[src/rtl/button_event_scan.sv]
// Four-button scanner: synchronize and debounce each pin, detect press/release/long-press,
// and queue the resulting events through per-button pending slots into a 4-deep FIFO.
module button_event_scan #(
  parameter int unsigned DEBOUNCE_CYCLES = 120000,
  parameter int unsigned LONG_CYCLES     = 12000000
) (
  input  logic       clk,
  input  logic       rst,
  input  logic [3:0] btn_n,
  output logic [3:0] btn_state,
  output logic       ev_valid,
  input  logic       ev_ready,
  output logic [3:0] ev_code,
  output logic       ev_overflow
);

  typedef enum logic [1:0] {RELEASED, PRESS_WAIT, PRESSED, RELEASE_WAIT} state_t;

  localparam logic [1:0]  EV_PRESS   = 2'b01;
  localparam logic [1:0]  EV_RELEASE = 2'b10;
  localparam logic [1:0]  EV_LONG    = 2'b11;
  localparam logic [23:0] DB_LAST    = 24'(DEBOUNCE_CYCLES - 1);
  localparam logic [23:0] LG_LAST    = 24'(LONG_CYCLES - 1);
  localparam logic [23:0] LG_PRE     = 24'(LONG_CYCLES - 2);

  logic [3:0]  sync1, sync2, raw_pressed;
  state_t      state_q [4];
  state_t      state_d [4];
  logic [23:0] cnt_q [4];
  logic [23:0] cnt_d [4];
  logic [3:0]  long_q, long_d;
  logic [3:0]  post_v_q, post_v_d;
  logic [1:0]  post_t_q [4];
  logic [1:0]  post_t_d [4];
  logic [3:0]  pend_v_q, pend_v_d;
  logic [1:0]  pend_t_q [4];
  logic [1:0]  pend_t_d [4];
  logic        ovf_set;
  logic [3:0]  fifo_mem [4];
  logic [1:0]  rd_ptr, wr_ptr;
  logic [2:0]  count;
  logic        pop, can_push, move;
  logic [1:0]  sel;

  always_ff @(posedge clk or posedge rst) begin
    if (rst) begin
      sync1 <= '1;
      sync2 <= '1;
    end else begin
      sync1 <= btn_n;
      sync2 <= sync1;
    end
  end

  assign raw_pressed = ~sync2;

  always_comb begin
    for (int unsigned i = 0; i < 4; i++) begin
      state_d[i]  = state_q[i];
      cnt_d[i]    = cnt_q[i];
      long_d[i]   = long_q[i];
      post_v_d[i] = 1'b0;
      post_t_d[i] = 2'b00;
      case (state_q[i])
        RELEASED: begin
          if (raw_pressed[i]) begin
            state_d[i] = PRESS_WAIT;
            cnt_d[i]   = '0;
          end
        end
        PRESS_WAIT: begin
          if (!raw_pressed[i]) begin
            state_d[i] = RELEASED;
            long_d[i]  = 1'b0;
          end else if (cnt_q[i] == DB_LAST) begin
            state_d[i]  = PRESSED;
            cnt_d[i]    = '0;
            post_v_d[i] = 1'b1;
            post_t_d[i] = EV_PRESS;
          end else begin
            cnt_d[i] = cnt_q[i] + 24'd1;
          end
        end
        PRESSED: begin
          if (!raw_pressed[i]) begin
            state_d[i] = RELEASE_WAIT;
            cnt_d[i]   = '0;
          end else if (cnt_q[i] != LG_LAST) begin
            cnt_d[i] = cnt_q[i] + 24'd1;
            if (cnt_q[i] == LG_PRE && !long_q[i]) begin
              long_d[i]   = 1'b1;
              post_v_d[i] = 1'b1;
              post_t_d[i] = EV_LONG;
            end
          end
        end
        RELEASE_WAIT: begin
          // A bounce back keeps the saturated count so a posted long event cannot repeat.
          if (raw_pressed[i]) begin
            state_d[i] = PRESSED;
            cnt_d[i]   = long_q[i] ? LG_LAST : '0;
          end else if (cnt_q[i] == DB_LAST) begin
            state_d[i]  = RELEASED;
            long_d[i]   = 1'b0;
            post_v_d[i] = 1'b1;
            post_t_d[i] = EV_RELEASE;
          end else begin
            cnt_d[i] = cnt_q[i] + 24'd1;
          end
        end
      endcase
    end
  end

  // Events and btn_state are registered once more after the FSM, giving the E+D+3 latency.
  always_ff @(posedge clk or posedge rst) begin
    if (rst) begin
      for (int unsigned i = 0; i < 4; i++) begin
        state_q[i]  <= RELEASED;
        cnt_q[i]    <= '0;
        post_t_q[i] <= '0;
      end
      long_q    <= '0;
      post_v_q  <= '0;
      btn_state <= '0;
    end else begin
      for (int unsigned i = 0; i < 4; i++) begin
        state_q[i]   <= state_d[i];
        cnt_q[i]     <= cnt_d[i];
        post_t_q[i]  <= post_t_d[i];
        btn_state[i] <= (state_q[i] == PRESSED) || (state_q[i] == RELEASE_WAIT);
      end
      long_q   <= long_d;
      post_v_q <= post_v_d;
    end
  end

  assign ev_valid = (count != 3'd0);
  assign ev_code  = fifo_mem[rd_ptr];
  assign pop      = ev_valid && ev_ready;
  assign can_push = (count != 3'd4) || pop;

  always_comb begin
    move    = 1'b0;
    sel     = 2'd0;
    ovf_set = 1'b0;
    for (int unsigned i = 0; i < 4; i++) begin
      if (!move && pend_v_q[i] && can_push) begin
        move = 1'b1;
        sel  = 2'(i);
      end
    end
    for (int unsigned i = 0; i < 4; i++) begin
      pend_v_d[i] = pend_v_q[i];
      pend_t_d[i] = pend_t_q[i];
      if (post_v_q[i]) begin
        pend_v_d[i] = 1'b1;
        pend_t_d[i] = post_t_q[i];
        if (pend_v_q[i] && !(move && sel == 2'(i)))
          ovf_set = 1'b1;
      end else if (move && sel == 2'(i)) begin
        pend_v_d[i] = 1'b0;
      end
    end
  end

  always_ff @(posedge clk or posedge rst) begin
    if (rst) begin
      for (int unsigned i = 0; i < 4; i++) begin
        pend_t_q[i] <= '0;
        fifo_mem[i] <= '0;
      end
      pend_v_q    <= '0;
      ev_overflow <= 1'b0;
      rd_ptr      <= '0;
      wr_ptr      <= '0;
      count       <= '0;
    end else begin
      for (int unsigned i = 0; i < 4; i++)
        pend_t_q[i] <= pend_t_d[i];
      pend_v_q <= pend_v_d;
      if (ovf_set)
        ev_overflow <= 1'b1;
      if (move) begin
        fifo_mem[wr_ptr] <= {pend_t_q[sel], sel};
        wr_ptr           <= wr_ptr + 2'd1;
      end
      if (pop)
        rd_ptr <= rd_ptr + 2'd1;
      case ({move, pop})
        2'b10:   count <= count + 3'd1;
        2'b01:   count <= count - 3'd1;
        default: count <= count;
      endcase
    end
  end

endmodule

[config.mk]
export PLATFORM = sky130hd
export DESIGN_NAME = button_event_scan
export DESIGN_NICKNAME = d
export VERILOG_FILES = /design/src/rtl/button_event_scan.sv
export SDC_FILE = /design/constraint.sdc
export NUM_CORES = 1
export LEC_CHECK = 0
export CORE_MARGIN = 3
export CORE_UTILIZATION = 56
export CTS_BUF_LIST = sky130_fd_sc_hd__clkbuf_16
export CTS_CLUSTER_DIAMETER = 120
export DETAILED_ROUTE_END_ITERATION = 8
export GPL_TIMING_DRIVEN = 0
export PLACE_DENSITY = 0.73
export SLEW_MARGIN = 20
export SYNTH_ARGS = -nofsm -noshare
export SYNTH_HDL_FRONTEND = slang
export SYNTH_SLANG_ARGS = --single-unit
[constraint.sdc]
create_clock -name clk -period 13.05 [get_ports clk]
set_clock_uncertainty 0.05 [all_clocks]
set_input_delay 2.61 -clock clk [delete_from_list [all_inputs] [get_ports clk]]
set_output_delay 2.61 -clock clk [all_outputs]
set_load 0.02 [all_outputs]
Run 1, wiring by layer:
Scale bar: 50 microns.
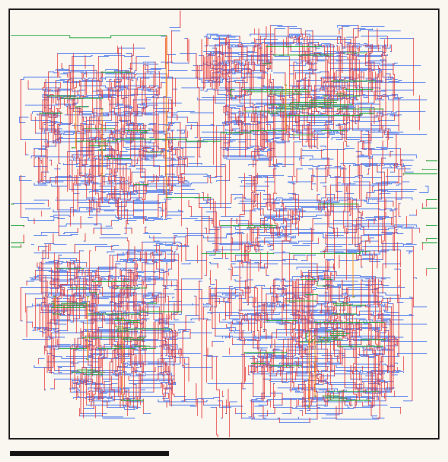
metal 4: marked orange, wire length 205 microns. metal 2: marked red, wire length 9740 microns. metal 1: marked blue, wire length 10500 microns. metal 3: marked green, wire length 1080 microns.
drt wl/cell: 17.1 microns
Tot GR Track Use: 24.9%
Vias: 7968
overall routed net length: 21.5 mm

Run 1, cell sizes after repair:
Scale bar: 50 microns.
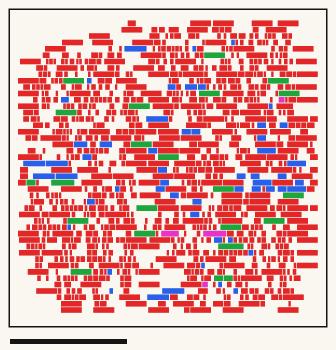
_0 and _1 cells: marked red, cells 960. _2 cells: marked blue, cells 54. _6 and larger: marked green, cells 22. _3 and _4 cells: marked magenta, cells 4.
final instance area: 0.0103 sq mm
worst setup margin: 8150 ps
P&R area growth vs syn: 10.5%
Buffers, non-clock: 73

Run 1, M3 wires:
Scale bar: 50 microns.
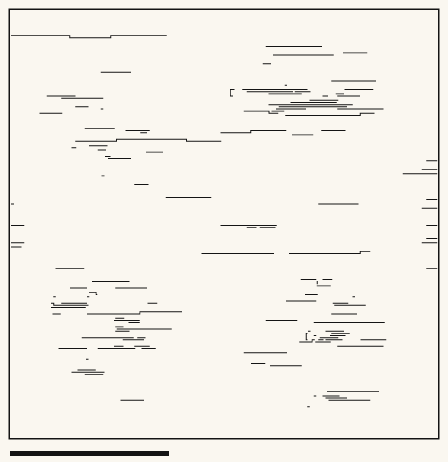
The wires run mostly horizontal. The longest straight run is 26.2 microns.
GR Layer Usage met3: 4.43%

==> results.tsv, run 1 <==
metric	value	unit
outcome	finished clean	
Main area contributors	dfrtp_1 (43%), o21ai_0 (4.5%), a21oi_1 (3.8%), nand2_1 (3.4%), nand3_1 (2.6%)	
DR vias/cell	6.34	
CP peak stage delay	680	ps
Final Hold Fails	0	
layout cells sized above 1	7.69	%
CP arrival	5200	ps
hold_sp	sync1[3]	
metal3 WL	1.08	mm
Clk pwr share	39.9	%
slowest CP cell	or4b_2	
top-count cell post-synth	dfrtp_1	
CP Class	in -> reg	
post-CTS sizing	0	
Ant. Diodes	0	
Combinational Power Share	11.0	%
Rel. slew slack	33.3	%
Registers, synthesis	168	
reg2reg start	cnt_q[92]	
Hold-fix buffers, CTS	0	
Nets	1048	
ANT nets after route	0	
die height	135	microns
post-synthesis cell type count	73	
Dominant Register Cell	dfrtp_1	
Reg area	0.00421	sq mm
yosys stat cell total	991	
Core ar.	0.0161	sq mm
Mapped Area	0.00930	sq mm
HPWL Detailed	14.8	mm
Setup violations, final	0	
maxcap violations	0	
GP Congestion	0.905	
CP cell instances	clkdlybuf4s50_1, or4b_2, o41a_1, clkbuf_1, inv_1, ha_1, inv_1, fa_1, xor2_1, nor2_1, xor2_1	
worst reg2reg setup slack	10040	ps
Insertion Delay late pin	430	ps
RSZ-0062 raised after global routing	false	
cells after synthesis	991	
Reg power frac	49.0	%
Highest Signal Layer	met4	
Net Switching	285	uW
## run 1: cell usage in the layout (no fill, tap or decap), types with 12 or more instances in the layout
cell type        synthesis  routed
dfrtp_1                160     160
nand2_1                 84      84
o21ai_0                 84      84
a21oi_1                 70      70
nor2_1                  54      54
nand3_1                 48      48
clkbuf_1                44      44
inv_1                   33      39
nand4_1                 33      33
nor2b_1                 23      23
o311ai_0                23      23
and3_1                  21      21
o22a_1                  20      20
nor3_1                  20      19
mux2_2                  19      19
o31ai_1                 18      18
clkbuf_16                0      17
clkdlybuf4s50_1          0      16
nor4_1                  15      15
a21o_1                  14      14
a22o_1                  13      13
ha_1                    13      13
or3_1                   12      12
a31oi_1                 12      12
## run 1: layer usage
| layer | GRT usage, % | vias up |
|---|---|---|
| li1 | - | 3821 |
| met1 | 37.7 | 3873 |
| met2 | 37.2 | 251 |
| met3 | 4.43 | 23 |
| met4 | 6.33 | 0 |
| met5 | 0 | - |
## run 1: cell families after synthesis
family / synth area share [%]
muxes: 3.38
DFF: 45.3
AOI/OAI and AO/OA: 22.3
and+or+nand+nor: 22.2
buffers and inverters: 3.90
xor gates and xnor gates: 1.04
adders and majority gates: 1.96
## run 1: sequential cells by signal, indices dropped and copies added, names as in the netlist, 8 cells and up, named ones only
name	count
fifo_mem	16
post_t_q	8
pend_t_q	8
cnt_q	96
## run 1: per-stage QoR
stage | setup WS, ps | instance area, sq um | instances | power, uW | utilization (%)
after floorplan | 5860 | 9300 | 991 | 649 | -
after detailed placement | 7720 | 9770 | 1224 | 688 | 60.8
after global routing | 8010 | 10300 | 1256 | 1170 | 64.0
final | 8150 | 10300 | 1256 | 1130 | 64.0
after global placement | 3560 | 9730 | 1223 | 683 | 60.6
after CTS | 8120 | 10300 | 1256 | 1140 | 64.0
## run 1: how the worst max path moves through the flow
stage | start | endpoint | slack [ps] | depth (start not counted)
finish | ev_ready | count[2] | 8150 | 11
global placement | rst | cnt_q[5] | 3560 | 2
CTS | rd_ptr[0] | ev_code[2] | 8120 | 3
detailed placement | ev_ready | count[2] | 7720 | 11
global route | ev_ready | count[2] | 8010 | 11
floorplan | rst | asynchronous set/reset pin | 5860 | 1
## run 1: layout make-up
class	count	area share, %
repair buffers	17	1.82
well taps	216	2.63
clock buffers	17	4.14
clock inverters	15	0.827
plain buffers	56	2.32
multi-input cells	734	46.0
inverters	33	1.28
flip-flops and latches	168	41.0
## run 1: power groups by stage
stage,Clock (uW),Combinational [uW],Sequential (uW)
floorplan,0,90.8,558
detailed placement,0,126,562
finish,450,124,553
CTS,458,125,553
global route,480,139,555
global placement,0,121,562
Run 1, the metal 4 layer:
Supply wires on this layer in gray.
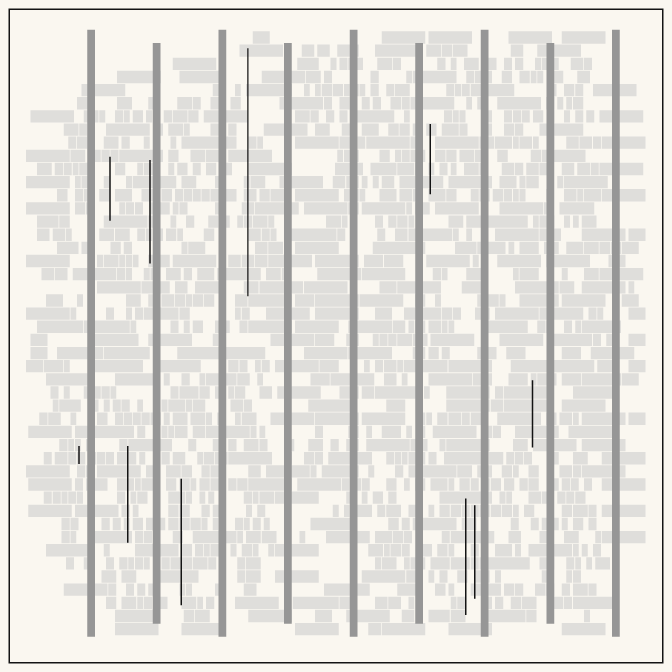

--- run 2 (diff from run 1) ---
Settings changed: PLACE_DENSITY 0.73 to 0.76.
Clock period 13.05 ns to 4 ns, I/O delays scaled along.
Run 2, the metal 4 layer:
Supply wires on this layer in gray.
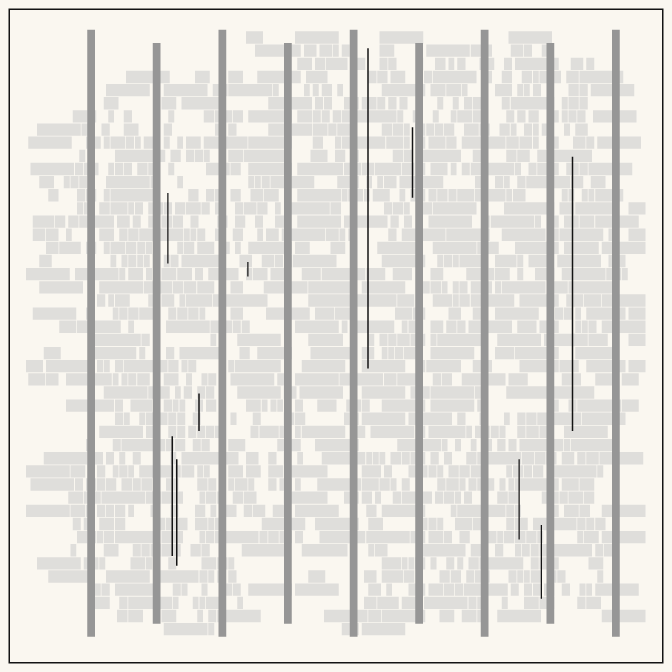
The layer carries 239 microns of wire. The wires run mostly vertical. 10 nets have wire on it.
overall routed net length: 21.7 mm
Vias: 8061

==> run 2 against run 1 <==
Via count grew 1.2%. Largest cell class unchanged. Register-to-register slack lost 9100 ps. Power grew to 3.2 times the previous value. Die area is the same. Critical path type unchanged. Synthesized area is the same. Sequential cell count is the same. Synthesized cell count is the same. Utilization grew 0.32 points. Clock power grew to 3.1 times the previous value. Sequential share of layout area shrank 0.20 points.
==> results.tsv, run 2 <==
metric	value	unit	change
Rel. slew slack	34.0	%	was 33.3%
Nets	1052		was 1048
Tot GR Track Use	24.9	%	about the same
top-count cell post-synth	dfrtp_1		unchanged
Ant. Diodes	0		unchanged
Registers, synthesis	168		unchanged
die height	135	microns	unchanged
Placed Area	0.00985	sq mm	was 0.00977 sq mm
CP arrival	3420	ps	was 5200 ps
maxcap violations	0		unchanged
Most flops, register	cnt_q		unchanged
HPWL Detailed	15.1	mm	was 14.8 mm
total power draw	3630	uW	was 1130 uW
CP peak stage delay	680	ps	about the same
Hold-fix buffers, CTS	0		unchanged
Net Switching	937	uW	was 285 uW
Mapped Area	0.00930	sq mm	unchanged
Dominant Register Cell	dfrtp_1		unchanged
Top Registers	cnt_q: 96 flops, fifo_mem: 16 flops		unchanged
Final Hold Fails	0		unchanged
cells after synthesis	991		unchanged
Clk pwr share	38.7	%	was 39.9%
worst slack at placement	465	ps	was 7720 ps
post-CTS sizing	0		unchanged
post-synthesis cell type count	73		unchanged
Setup violations, final	0		unchanged
Reg area	0.00421	sq mm	unchanged
worst setup margin	885	ps	was 8150 ps
GP Congestion	0.929		was 0.905
Commonest Layout Cell	dfrtp_1		unchanged
outcome	finished clean		unchanged
drt wl/cell	17.3	microns	was 17.1 microns
Top cells excl fill/tap	dfrtp_1 (160), nand2_1 (84), o21ai_0 (84)		unchanged
ANT nets after route	0		unchanged
CP Class	in -> reg		unchanged
layout cells sized above 1	8.15	%	was 7.69%
worst reg2reg setup slack	960	ps	was 10040 ps
yosys stat cell total	991		unchanged
Reg power frac	49.8	%	was 49.0%
hold_sp	sync1[2]		was sync1[3]
-- run 2: cell count changes in the layout (fill, tap and decap cells not counted), sizes merged --
cell,change
clkinvlp,+2
clkinv,-2
buf,+4
bufinv,-1
-- run 2: worst max path at each step --
stage | cells past startpoint | to | start | slack, ps
finish | 11 | count[2] | ev_ready | 880
CTS | 3 | ev_code[3] | rd_ptr[0] | 870
floorplan | 1 | asynchronous set/reset pin | rst | 1020
global route | 7 | cnt_q[29] | cnt_q[37] | 690
detailed placement | 11 | count[2] | ev_ready | 460
global placement | 2 | cnt_q[7] | rst | -420
-- run 2: power groups by stage --
stage / logic, uW / clock network, uW / registers, uW
after floorplan: 296 / 0 / 1820
after global placement: 394 / 0 / 1830
after detailed placement: 426 / 0 / 1830
after CTS: 425 / 1420 / 1810
after global routing: 467 / 1490 / 1820
final: 420 / 1400 / 1810
-- run 2: through the flow --
| step | setup TNS, ps | hold slack (ps) | cells | utilization [%] |
|---|---|---|---|---|
| global route | 0 | 313 | 1259 | 64.4 |
| finish | 0 | 306 | 1259 | 64.4 |
| floorplan | 0 | 295 | 991 | - |
| detailed placement | 0 | 299 | 1228 | 61.3 |
| CTS | 0 | 308 | 1259 | 64.3 |
| global placement | -64580 | 296 | 1223 | 60.6 |
-- run 2: area by class of cell --
cell class	count	share of cell area, %
multi-input combinational	734	45.8
sequential	168	40.8
tap	216	2.61
clock buffer	17	4.12
buffer	56	2.31
inverter	33	1.23
clock inverter	14	0.581
timing repair buffer	21	2.59
-- run 2: metal layers --
metal / track usage, % / up-vias / routed length [microns]
met3: 5.03 / 22 / 1310
met4: 6.96 / 0 / 238
met5: 0 / - / 0
met2: 38.0 / 281 / 10000
met1: 36.5 / 3942 / 10200
li1: - / 3816 / -
-- run 2: worst register-to-register path, delay by kind of cell, from the launching register on --
kind | cells | cell delay, ps
AND-OR/OR-AND | 4 | 1180
buffers and inverters | 2 | 670
AND/OR/NAND/NOR | 2 | 630
flip-flops | 1 | 350
-- run 2: cells by family (layout without fill, tap and decap cells) --
family / count (synthesis) / after routing / share of synthesized area, %
and+or+nand+nor: 380 / 380 / 22.2
AOI/OAI and AO/OA: 305 / 305 / 22.3
adders and majority gates: 14 / 14 / 1.96
muxes: 24 / 24 / 3.38
buffers and inverters: 89 / 141 / 3.90
xor gates and xnor gates: 11 / 11 / 1.04
DFF: 168 / 168 / 45.3
--- run 3 (diff from run 2) ---
Settings changed: PLACE_DENSITY 0.76 to 0.73.
Clock period 4 ns to 3 ns, I/O delays scaled along.
==> run 3 against run 2 <==
Die area unchanged. Critical path depth down 3. Sequential share of layout area down 0.88 points. Count of clock-buffer cells in the layout unchanged. Power up 45%. Non-clock buffer count up 4. Clock power up 62%. Via count up 0.38%. Synthesized area unchanged. First-iteration DRC count up 6.3%. Sequential cell count unchanged. Design area up 2.2%. Critical endpoint is now cnt_q[7]. Largest power group unchanged.
==> results.tsv, run 3 <==
metric	value	unit	change
OpenROAD warning count	34		was 33
Top Registers	cnt_q: 96 flops, fifo_mem: 16 flops		unchanged
maxcap violations	0		unchanged
Worst Setup SP	cnt_q[0]		was ev_ready
DR vias/cell	6.41		was 6.40
Insertion Delay late pin	430	ps	about the same
P&R area growth vs syn	13.6	%	was 11.1%
Most flops, register	cnt_q		unchanged
worst reg2reg setup slack	160	ps	was 960 ps
Placed Cells	1229		was 1228
CP cell instances	ha_1, nand3_2, or4_1, buf_2, o31ai_4, o2bb2ai_4, or2_2, o311ai_0		was clkdlybuf4s50_1, or4b_2, o41a_1, clkbuf_1, inv_1, ha_1, inv_1, fa_1, xor2_1, nor2_1, xor2_1
GP Congestion	0.929		about the same
CP peak stage delay	560	ps	was 680 ps
Main area contributors	dfrtp_1 (43%), o21ai_0 (4.5%), a21oi_1 (3.8%), nand2_1 (3.4%), nand3_1 (2.6%)		unchanged
CP Class	reg -> reg		was in -> reg
outcome	finished clean		unchanged
Met1 Wirelength	10.2	mm	about the same
layout cells sized above 1	10.1	%	was 8.15%
DR WL met2	10.1	mm	was 10.0 mm
Setup violations, final	0		unchanged
fin cells	1263		was 1259
Reg area	0.00421	sq mm	unchanged
max FFs per register	96		unchanged
reg2reg start	cnt_q[0]		was cnt_q[44]
Nets	1056		was 1052
die height	135	microns	unchanged
hold_sp	sync1[3]		was sync1[2]
Core ar.	0.0161	sq mm	unchanged
Top cells excl fill/tap	dfrtp_1 (160), nand2_1 (84), o21ai_0 (84)		unchanged
ANT nets after route	0		unchanged
Final Hold Fails	0		unchanged
cells after synthesis	991		unchanged
top-count cell post-synth	dfrtp_1		unchanged
slowest CP cell	or4_1		was or4b_2
## run 3: worst max path at each step
stage,end,slack (ps),cells past startpoint
after floorplan,asynchronous set/reset pin,220,1
after global placement,cnt_q[7],-1200,2
after detailed placement,count[2],-340,11
after CTS,count[2],30,11
after global routing,cnt_q[67],-40,8
final,cnt_q[7],160,8
## run 3: layer usage
layer / GRT usage, % / vias up
li1: - / 3846
met1: 36.3 / 3942
met2: 37.4 / 283
met3: 5.74 / 21
met4: 6.05 / 0
met5: 0 / -
## run 3: cells by family (layout without fill, tap and decap cells)
logic type	Yosys count	count (layout)	share of synthesized area [%]
multiplexers	24	24	3.38
AND/OR/NAND/NOR	380	380	22.2
XOR/XNOR	11	11	1.04
buffers and inverters	89	145	3.90
AND-OR/OR-AND	305	305	22.3
adder cells (fa/ha/maj)	14	14	1.96
flip-flops	168	168	45.3
## run 3: layout make-up
cell class                      count  area share, %
Clock inverter                     14           1.73
Clock buffer                       17           4.03
Inverter                           33           1.21
Sequential cell                   168           39.9
Multi-Input combinational cell    734           45.3
Tap cell                          216           2.56
Buffer                             54           2.21
Timing Repair Buffer               27           3.08
## run 3: metrics by stage
stage          total power, uW  worst slack [ps]  hold WS [ps]  area (sq um)  setup TNS (ps)
2_1_floorplan             2820               216           295          9310               0
6_report                  5250               164           308         10600               0
5_1_grt                   5460             -43.7           312         10600           -91.7
3_3_place_gp              2970             -1200           296          9740         -193750
3_5_place_dp              3010              -338           300          9870            -488
4_1_cts                   5290              29.5           310         10500               0
## run 3: what timing repair did
item / CTS / global route
gates cloned: 0 / 0
setup endpoints to repair: 2 / 43
hold buffers: 0 / 0
resized: 1 / 10
pin swaps: 0 / 1
buffers inserted: 0 / 5
## run 3: power by group
group,switching (uW),internal (uW)
Combinational,303,247
Clock,894,1380
Sequential,91.4,2340
Total,1290,3960
## run 3: worst reg2reg max path, stage by stage, from the launching register on
cell and delay, ps:
dfrtp_1 450, ha_1 290, nand3_2 170, or4_1 560
buf_2 190, o31ai_4 320, o2bb2ai_4 230, or2_2 260
o311ai_0 150
Run 3, wiring by layer:
Scale bar: 50 microns.
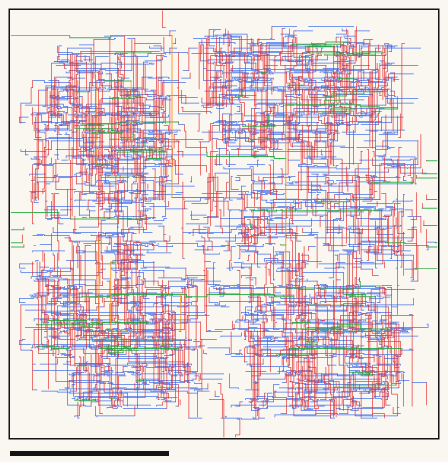
metal 2: marked red, wire length 10100 microns. metal 4: marked orange, wire length 230 microns. metal 1: marked blue, wire length 10200 microns. metal 3: marked green, wire length 1330 microns.
Tot GR Track Use: 24.7%
overall routed net length: 21.8 mm
drt wl/cell: 17.3 microns

Power and IR drop assume default switching activity.
